## src/rtl/led_bar_sched.sv

```systemverilog
// Shares one LED bar-graph datapath between CH_NR measurement channels.
// Latches per-channel values and sequences clear/update pulses on every channel switch.
module led_bar_sched #(
   parameter int unsigned DATA_W      = 4,
   parameter int unsigned CH_NR       = 3,
   parameter int unsigned SEL_W       = 2,
   parameter int unsigned DWELL_TICKS = 8
) (
   input  logic                      clk,
   input  logic                      rst,
   input  logic [CH_NR*DATA_W-1:0]   ch_data_i,
   input  logic [CH_NR-1:0]          ch_valid_i,
   input  logic                      auto_i,
   input  logic [SEL_W-1:0]          ch_sel_i,
   input  logic                      tick_i,
   input  logic                      hold_i,
   input  logic                      clr_i,
   output logic [DATA_W-1:0]         bar_din_o,
   output logic                      bar_update_o,
   output logic                      bar_clr_o,
   output logic [SEL_W-1:0]          active_ch_o
);

   localparam int unsigned DwellW = $clog2(DWELL_TICKS + 1);

   typedef enum logic [1:0] {StInit, StClr, StUpd, StShow} state_e;

   state_e                  state_q;
   logic [DATA_W-1:0]       latch_q [CH_NR];
   logic [DATA_W-1:0]       latch_d [CH_NR];
   logic [CH_NR-1:0]        has_data_q;
   logic [CH_NR-1:0]        has_data_d;
   logic [DwellW-1:0]       dwell_q;

   logic                    act_valid;
   logic                    act_has_d;
   logic [DATA_W-1:0]       act_data_d;
   logic [SEL_W-1:0]        sel_eff;
   logic                    rr_found;
   logic [SEL_W-1:0]        rr_ch;
   logic                    tick_cnt;
   logic                    reach;
   logic                    switch_req;
   logic [SEL_W-1:0]        target_ch;

   // Next latch contents: clr_i wins over a same-cycle valid.
   always_comb begin
      has_data_d = has_data_q;
      for (int unsigned k = 0; k < CH_NR; k++) begin
         latch_d[k] = latch_q[k];
         if (clr_i) begin
            latch_d[k]    = '0;
            has_data_d[k] = 1'b0;
         end else if (ch_valid_i[k]) begin
            latch_d[k]    = ch_data_i[k*DATA_W +: DATA_W];
            has_data_d[k] = 1'b1;
         end
      end
   end

   always_comb begin
      act_valid  = 1'b0;
      act_has_d  = 1'b0;
      act_data_d = '0;
      for (int unsigned k = 0; k < CH_NR; k++) begin
         if (active_ch_o == SEL_W'(k)) begin
            act_valid  = ch_valid_i[k];
            act_has_d  = has_data_d[k];
            act_data_d = latch_d[k];
         end
      end
   end

   // Round-robin search for the next channel after the active one that holds data.
   always_comb begin
      int unsigned cand;
      rr_found = 1'b0;
      rr_ch    = active_ch_o;
      for (int unsigned i = 1; i < CH_NR; i++) begin
         cand = 32'(active_ch_o) + i;
         if (cand >= CH_NR) cand = cand - CH_NR;
         for (int unsigned k = 0; k < CH_NR; k++) begin
            if (!rr_found && has_data_q[k] && (k == cand)) begin
               rr_found = 1'b1;
               rr_ch    = SEL_W'(k);
            end
         end
      end
   end

   always_comb begin
      sel_eff  = (32'(ch_sel_i) >= CH_NR) ? '0 : ch_sel_i;
      tick_cnt = (state_q == StShow) && auto_i && tick_i && !hold_i;
      reach    = tick_cnt && (dwell_q == DwellW'(DWELL_TICKS - 1));
      if (auto_i) begin
         target_ch  = rr_ch;
         switch_req = reach && rr_found;
      end else begin
         target_ch  = sel_eff;
         switch_req = (sel_eff != active_ch_o);
      end
   end

   always_ff @(posedge clk or posedge rst) begin
      if (rst) begin
         state_q      <= StInit;
         has_data_q   <= '0;
         dwell_q      <= '0;
         bar_din_o    <= '0;
         bar_update_o <= 1'b0;
         bar_clr_o    <= 1'b0;
         active_ch_o  <= '0;
         for (int unsigned k = 0; k < CH_NR; k++) latch_q[k] <= '0;
      end else begin
         latch_q      <= latch_d;
         has_data_q   <= has_data_d;
         bar_update_o <= 1'b0;
         bar_clr_o    <= 1'b0;
         if (clr_i) begin
            state_q   <= StClr;
            dwell_q   <= '0;
            bar_din_o <= '0;
            bar_clr_o <= 1'b1;
         end else begin
            unique case (state_q)
               StInit: begin
                  state_q   <= StClr;
                  bar_clr_o <= 1'b1;
               end
               StClr: begin
                  state_q <= StUpd;
                  if (act_has_d) begin
                     bar_update_o <= 1'b1;
                     bar_din_o    <= act_data_d;
                  end
               end
               StUpd: begin
                  state_q <= StShow;
                  if (act_valid) begin
                     bar_update_o <= 1'b1;
                     bar_din_o    <= act_data_d;
                  end
               end
               StShow: begin
                  if (!auto_i || reach) dwell_q <= '0;
                  else if (tick_cnt) dwell_q <= dwell_q + 1'b1;
                  // A switch suppresses the active-channel update; the value stays latched.
                  if (switch_req) begin
                     active_ch_o <= target_ch;
                     dwell_q     <= '0;
                     state_q     <= StClr;
                     bar_clr_o   <= 1'b1;
                  end else if (act_valid) begin
                     bar_update_o <= 1'b1;
                     bar_din_o    <= act_data_d;
                  end
               end
               default: state_q <= StInit;
            endcase
         end
      end
   end

endmodule

```

## config.mk

```make
export PLATFORM = sky130hd
export DESIGN_NAME = led_bar_sched
export DESIGN_NICKNAME = d
export VERILOG_FILES = /design/src/rtl/led_bar_sched.sv
export SDC_FILE = /design/constraint.sdc
export NUM_CORES = 1
export LEC_CHECK = 0
export CAP_MARGIN = 5
export CORE_ASPECT_RATIO = 1.75
export CORE_MARGIN = 2
export CORE_UTILIZATION = 50
export CTS_BUF_LIST = sky130_fd_sc_hd__clkbuf_8
export DETAILED_ROUTE_END_ITERATION = 6
export HOLD_SLACK_MARGIN = 0.02
export PLACE_DENSITY = 0.76
export SLEW_MARGIN = 40
export SYNTH_ARGS = -nofsm -noshare
export SYNTH_HDL_FRONTEND = slang
export SYNTH_SLANG_ARGS = --single-unit
```

## constraint.sdc

```tcl
create_clock -name clk -period 3.4 [get_ports clk]
set_input_delay 0.51 -clock clk [delete_from_list [all_inputs] [get_ports clk]]
set_output_delay 0.51 -clock clk [all_outputs]
set_load 0.01 [all_outputs]
```

==> results.txt <==
run metrics: DRT antenna net count=0, hold violation count in the final report=0, Biggest register=latch_q, CP Capture Type=register, final max-slew violation count=0, cells resized by post-CTS repair=0, Final Cycle Share=0.680, Top cells by area=dfrtp_1 41%, mux2i_1 11%, ha_1 7.7%, Final TNS setup=0 ns, max_cap viols=0, DR pass1 iterations=4, Worst Hold Launch=dwell_q[2], Synthesized Nets=roughly 210, Largest regs=latch_q (12), bar_din_o (4), dwell_q (4), mux share=0.119, Non-CTS inverters=9, Post-synth seq share=0.408, Top Layer Used=met4, pre-CTS WS=~0.8 ns, hold buffer count at CTS=0, Hold Path Sink=dwell_q[2], Ant. Diodes=0, fin area=around 0.0022 mm2, Netlist cell types=43, largest class=multi-input combinational cells, ClkCell Share=0.0597, logic share of the area=0.439, WP depth=7, Critical Path Max Stage Delay=0.51 ns, status=completed, initial antenna violation count=0, Adder Share, Synth=0.0773, Layout Cells excl Fill=250, CTS tree=yes, ys async rst share=1.00, P_leak=around 0.0010 uW, number of flip-flops in the largest register=12, CP top delay family=AND-OR/OR-AND gates, gr ovfl total=0, Top cell excl fill/tap=clkdlybuf4s50_1, port bufs=30, worst IR drop on VDD=roughly 0.73 mV, Non-clock buffer share=0.137, pin count of the biggest net entering global routing=30, crit path from=active_ch_o[0], CP endpoint=active_ch_o[0], Worst EP arrival=approximately 2.5 ns, worst slew pin tran=about 0.58 ns, layout cells sized above 1=0.117, Yosys Warn Count=0, logic area=around 980 um2, area figure in the yosys stat output=between 0.0015 and 0.002 mm2, CTS Buf Count=5, worst r2r path cells=7, most frequent cells in the layout=30 x clkdlybuf4s50_1, 29 x dfrtp_1, 28 x nor2_1, Routed WL per cell=around 15 um, Synth Register Bits=29, post-synthesis xor/xnor area fraction=0, sequential standard cell area=approximately 730 um2, final setup violation count=0, vias in the first global route=~1.5k, element type at the critical path start=register, met2 WL=around 2.2 mm, Post-Route M1 WL=between 1 and 1.5 mm, Pwr per Cell Area=between 600 and 700 mW/mm2, crit-path cells=inv_1, ha_1, o21bai_1, a211oi_2, a21oi_2, nor3_2, mux2_1
==> power by group <==
group | total (uW) | switching (uW) | internal, uW
sequential | 453 | 53.4 | 400
combinational | 649 | 346 | 303
clock | 423 | 132 | 291
==> cells in the mapped netlist (2+ instances only) <==
library cell  count
mux2i_1          19
nand3_1           2
nor4b_1           2
buf_2             3
ha_1             11
a21oi_1           7
o21ai_0           2
nor2_1           28
inv_1             9
a211o_1           2
a211oi_2          2
a221oi_1          2
nand3b_1          2
clkbuf_1          4
a32oi_1           2
a22oi_1           4
nand2_1           8
dfrtp_1          29
o21bai_1          5
nand2b_1          7
a211oi_1          2
==> kinds of logic after synthesis <==
family	after synthesis
AOI/OAI and AO/OA	35
adders and majority gates	11
buffers and inverters	17
DFF	29
muxes	21
and+or+nand+nor	61
### I/O nets highlighted

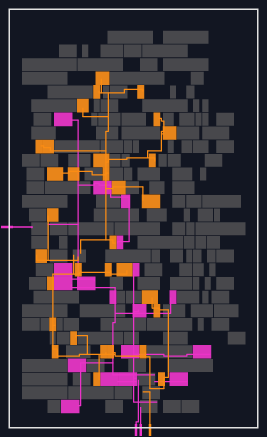
port	color	bits	direction	edge	end cells	wire
`ch_valid_i`	magenta	3	input	2 south, 1 west	18	210 um
`clr_i`	orange	1	input	south	32	247 um

### Clock nets

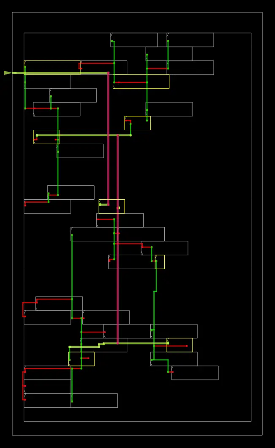
FF+latch count: 29
power in the clock group: 423 uW
Insertion Delay late pin: 0.29 ns
CLK BUF: 5
clock sink count: 29

### Where the registers sit

Scale bar: 10 um. Other sequential cells in the stronger gray, the rest of the logic in the fainter gray.
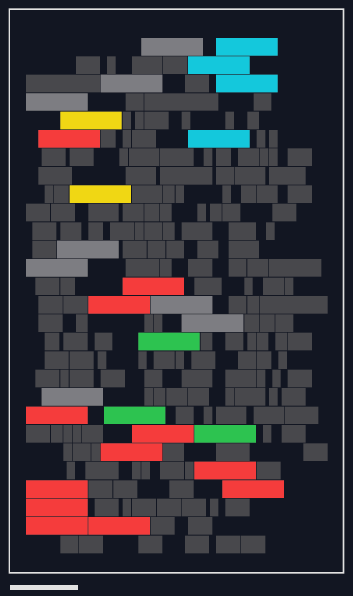
name in the netlist	color	sequential cells
`latch_q`	red	12
`state_q`	yellow	2
`has_data_q`	green	3
`dwell_q`	cyan	4
not colored	8

### Cells by drive strength

Scale bar: 10 um.
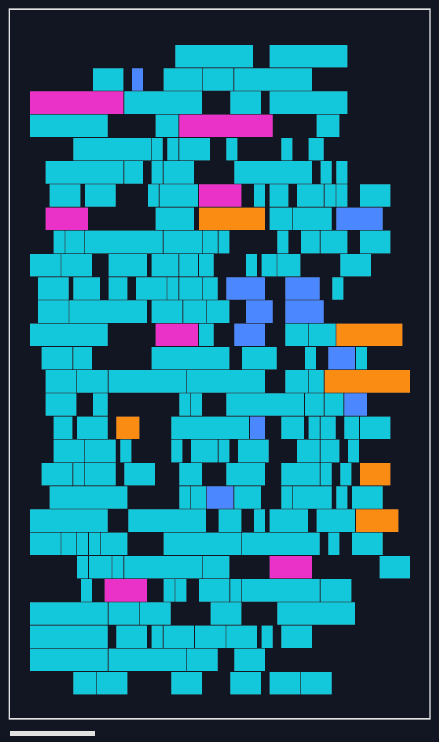
size	color	cells	share
x6 and larger	magenta	7	3.4%
x2	blue	11	5.4%
x1 and smaller	cyan	181	88%
x3 and x4	orange	6	2.9%

### Metal layers overlaid

Scale bar: 10 um.
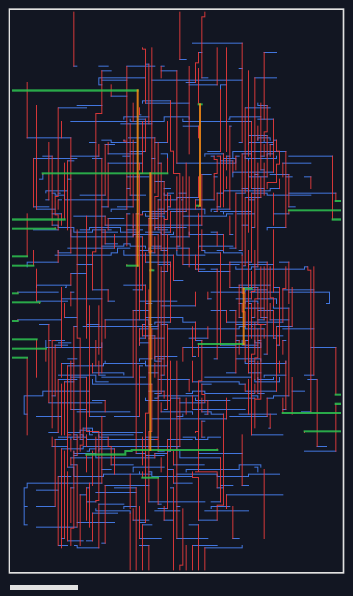
layer	color	wire length
M3	green	128 um
M4	orange	89.8 um
M1	blue	1450 um
M2	red	2170 um

No activity file was given, so power comes from the tool's default toggle rates.
